**Signal wires on met1**

Supply wires on this layer in grey.
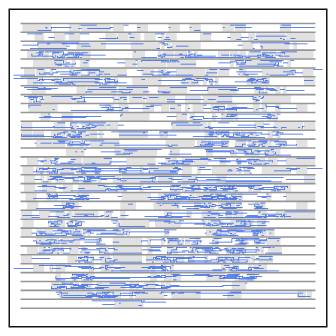
**Cells coloured by class**

Scale bar: 20 µm.
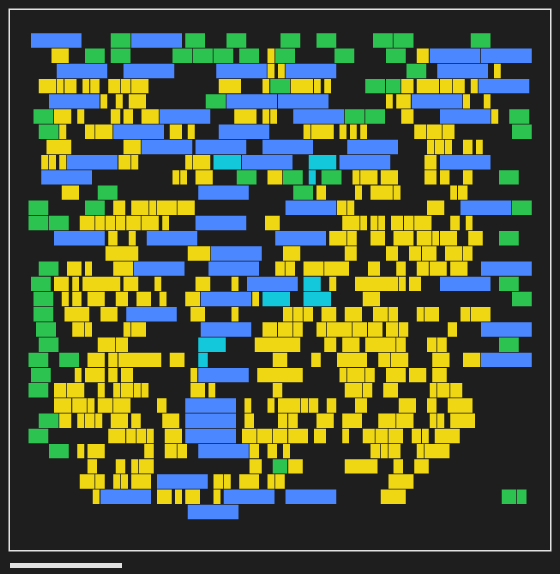
**The clock network**

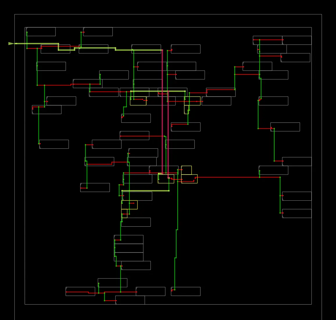
**Sizing map**

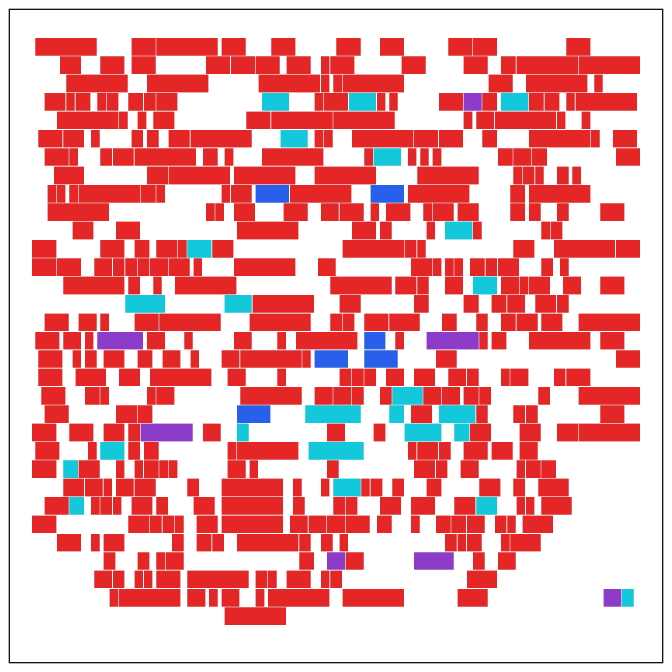
Design pcm_compander, sky130hd; sources not shown.
==> results.sh <==
# implementation run metrics
export IMPL_status="completed"
export IMPL_fillCellCount=744
export IMPL_drive_above_1_share_pct=8.20
export IMPL_setup_viol=0
export IMPL_top_cell_area_share_pct=38.0
export IMPL_syn_area_per_cell_um2=9.03
export IMPL_via_per_inst=5.88
export IMPL_ios=57
export IMPL_lay_top_count="nand2_1"
export IMPL_cts_hold_fix_buffers=0
export IMPL_area_delta_synth_final_pct=18.2
export IMPL_pre_cts_ws_ns=5.33
export IMPL_clock_area_share_pct=1.98
export IMPL_worstSetupPathType="in -> out"
export IMPL_critPathTopFamily="buffers and inverters"
export IMPL_pwr_share_clk_pct=16.3
export IMPL_fmax_mhz=242
export IMPL_grt_pass1_wl_mm=14.7
export IMPL_path_max_fanout=3
export IMPL_yosysWarnings=0
export IMPL_track_usage_pct=19.9
export IMPL_detail_route_antenna_nets=0
export IMPL_antenna_found_initial=0
export IMPL_fp_utilization_pct=47.1
export IMPL_p_comb_mw=0.362
export IMPL_cpPeakStageDelay_ns=0.56
export IMPL_cp_common_cell="clkdlybuf4s50_1"
export IMPL_top_layer_used="met4"
export IMPL_die_h_um=96.6
export IMPL_synthXorXnorAreaFrac_pct=6.64
export IMPL_rows=32
export IMPL_finalSetupTns_ns=0
export IMPL_fin_cells=553
export IMPL_die_w_um=96.6
export IMPL_power_per_cell_area_nw_per_um2=185
export IMPL_grt_use_met2_pct=32.4
export IMPL_maxSlewHeadroom_pct=47.8
export IMPL_synthSimpleGateAreaFrac_pct=20.8
export IMPL_ir_drop_uv=82.0
export IMPL_min_period_over_period_pct=43.3
export IMPL_post_cts_resized=0
export IMPL_ys_sh_mux_pct=4.47
export IMPL_power_mw=0.808
export IMPL_clock_sinks=56
export IMPL_cp_start_kind="input port"
export IMPL_edf_count=0
export IMPL_p_seq_mw=0.314
export IMPL_dpl_hpwl_mm=6.47
export IMPL_logic_gates=314
export IMPL_comb_area_um2=2120
export IMPL_min_path_cells=2
export IMPL_hold_viol_final=0
export IMPL_cts_made_buffers=5
export IMPL_drc=0
export IMPL_cp_num_cells=3
export IMPL_insertedDiodeCount=0
export IMPL_rsz0062_at_grt="false"
export IMPL_period_minus_slack_ns=4.13
export IMPL_async_reset_ff_share_pct=100
export IMPL_mostFrequentLayoutCells="nand2_1, dfrtp_1, clkdlybuf4s50_1"
export IMPL_postSynthSeqShare_pct=38.0
export IMPL_synth_nets=440
export IMPL_cts_setup_buffers=0
export IMPL_layout_setup_ws_ns=5.39
export IMPL_grt_overflow_total=0
export IMPL_grt_pass1_vias=2997
export IMPL_dieArea_um2=9330
export IMPL_hold_ws_ns=0.375
export IMPL_drv_slew=0
export IMPL_core_area_um2=7850
export IMPL_ys_top_cells_by_area="dfrtp_1, nand2_1, xnor2_1, ha_1, o21ai_0"
export IMPL_met3_usage_pct=2.94
export IMPL_met1_length_mm=3.99
export IMPL_power_switching_mw=0.310
export IMPL_power_top_group="combinational logic"
export IMPL_critPathRequiredTime_ns=7.99
export IMPL_grt_max_degree=57
export IMPL_inverters=14
export IMPL_comb_area_share_pct=48.6
export IMPL_tap_cells=102
export IMPL_htree_levels=2
export IMPL_r2r_cells=12
export IMPL_regArea_um2=1400
export IMPL_route_met2_wl_mm=4.30
export IMPL_hp_class="reg -> reg"
export IMPL_common_cells="nand2_1, dfrtp_1, o21ai_0"
export IMPL_ys_flops=56
export IMPL_cts_root_buf="clkbuf_8"
export IMPL_ys_cells=409
export IMPL_port_buffers=56
export IMPL_switching_share_pct=38.3
export IMPL_leakage_nw=1.76
export IMPL_dp_cells=545
export IMPL_cts_max_path_buffers=2
export IMPL_path_cells="clkdlybuf4s50_1, nand3b_1, clkdlybuf4s50_1"
export IMPL_fin_nets=481
export IMPL_busiest_layer="met2"
export IMPL_tool_warnings=30
export IMPL_worstMarginPinSlew_ns=0.781
export IMPL_netlist_instances=409
export IMPL_dpl_cell_area_um2=4280
export IMPL_cp_num_buf_inv=2
export IMPL_ys_sh_adder_pct=3.05
export IMPL_largest_reg_flops=16
export IMPL_ys_flop_type="dfrtp_1"
export IMPL_gp_congestion=0.885
export IMPL_end_kind="output port"
export IMPL_critPathSlowestCell="clkdlybuf4s50_1"
export IMPL_clk_latency_ns=0.31
export IMPL_reg2reg_slack_ns=5.62
export IMPL_synth_cell_types=63
export IMPL_avgRoutedWirePerCell_um=16.0
export IMPL_wl_met3_um=388
export IMPL_p_int_mw=0.498
export IMPL_first_pass_iters=4
export IMPL_top_cell="nand2_1"
Back to the opening pictures, 'signal wires on met1':
The layer holds 45% of the routed length. 428 nets have wire on it. The longest straight run is 32.7 µm. The layer carries 3990 µm of wire.
via count: 3250
met1 Track Usage GR: 27.6%
Post-Route WL: 8.84 mm

Back to the opening pictures, 'cells coloured by class':
Key: green = remaining buffers and delay cells [cells 59, share of their area 14%]; cyan = clock drivers and dummy loads [cells 8, share of their area 2.0%]; yellow = remaining logic cells [cells 328, share of their area 51%]; blue = registers [cells 56, share of their area 33%]
fin util: 55.6%
sequential cell area share: 32.1%

Back to the opening pictures, 'the clock network':
P_clk: 0.132 mW
# clk buffers: 6
Seq cells: 56

Back to the opening pictures, 'sizing map':
Key: cyan = x2 [cells 24, share 5.3%]; red = x1 and smaller [cells 414, share 92%]; blue = x6 and larger [cells 6, share 1.3%]; purple = x3 and x4 [cells 7, share 1.6%]
fin area: 4370 µm²
count of non-CTS buffers in the layout: 59

No activity file was given, so power comes from the tool's default toggle rates.
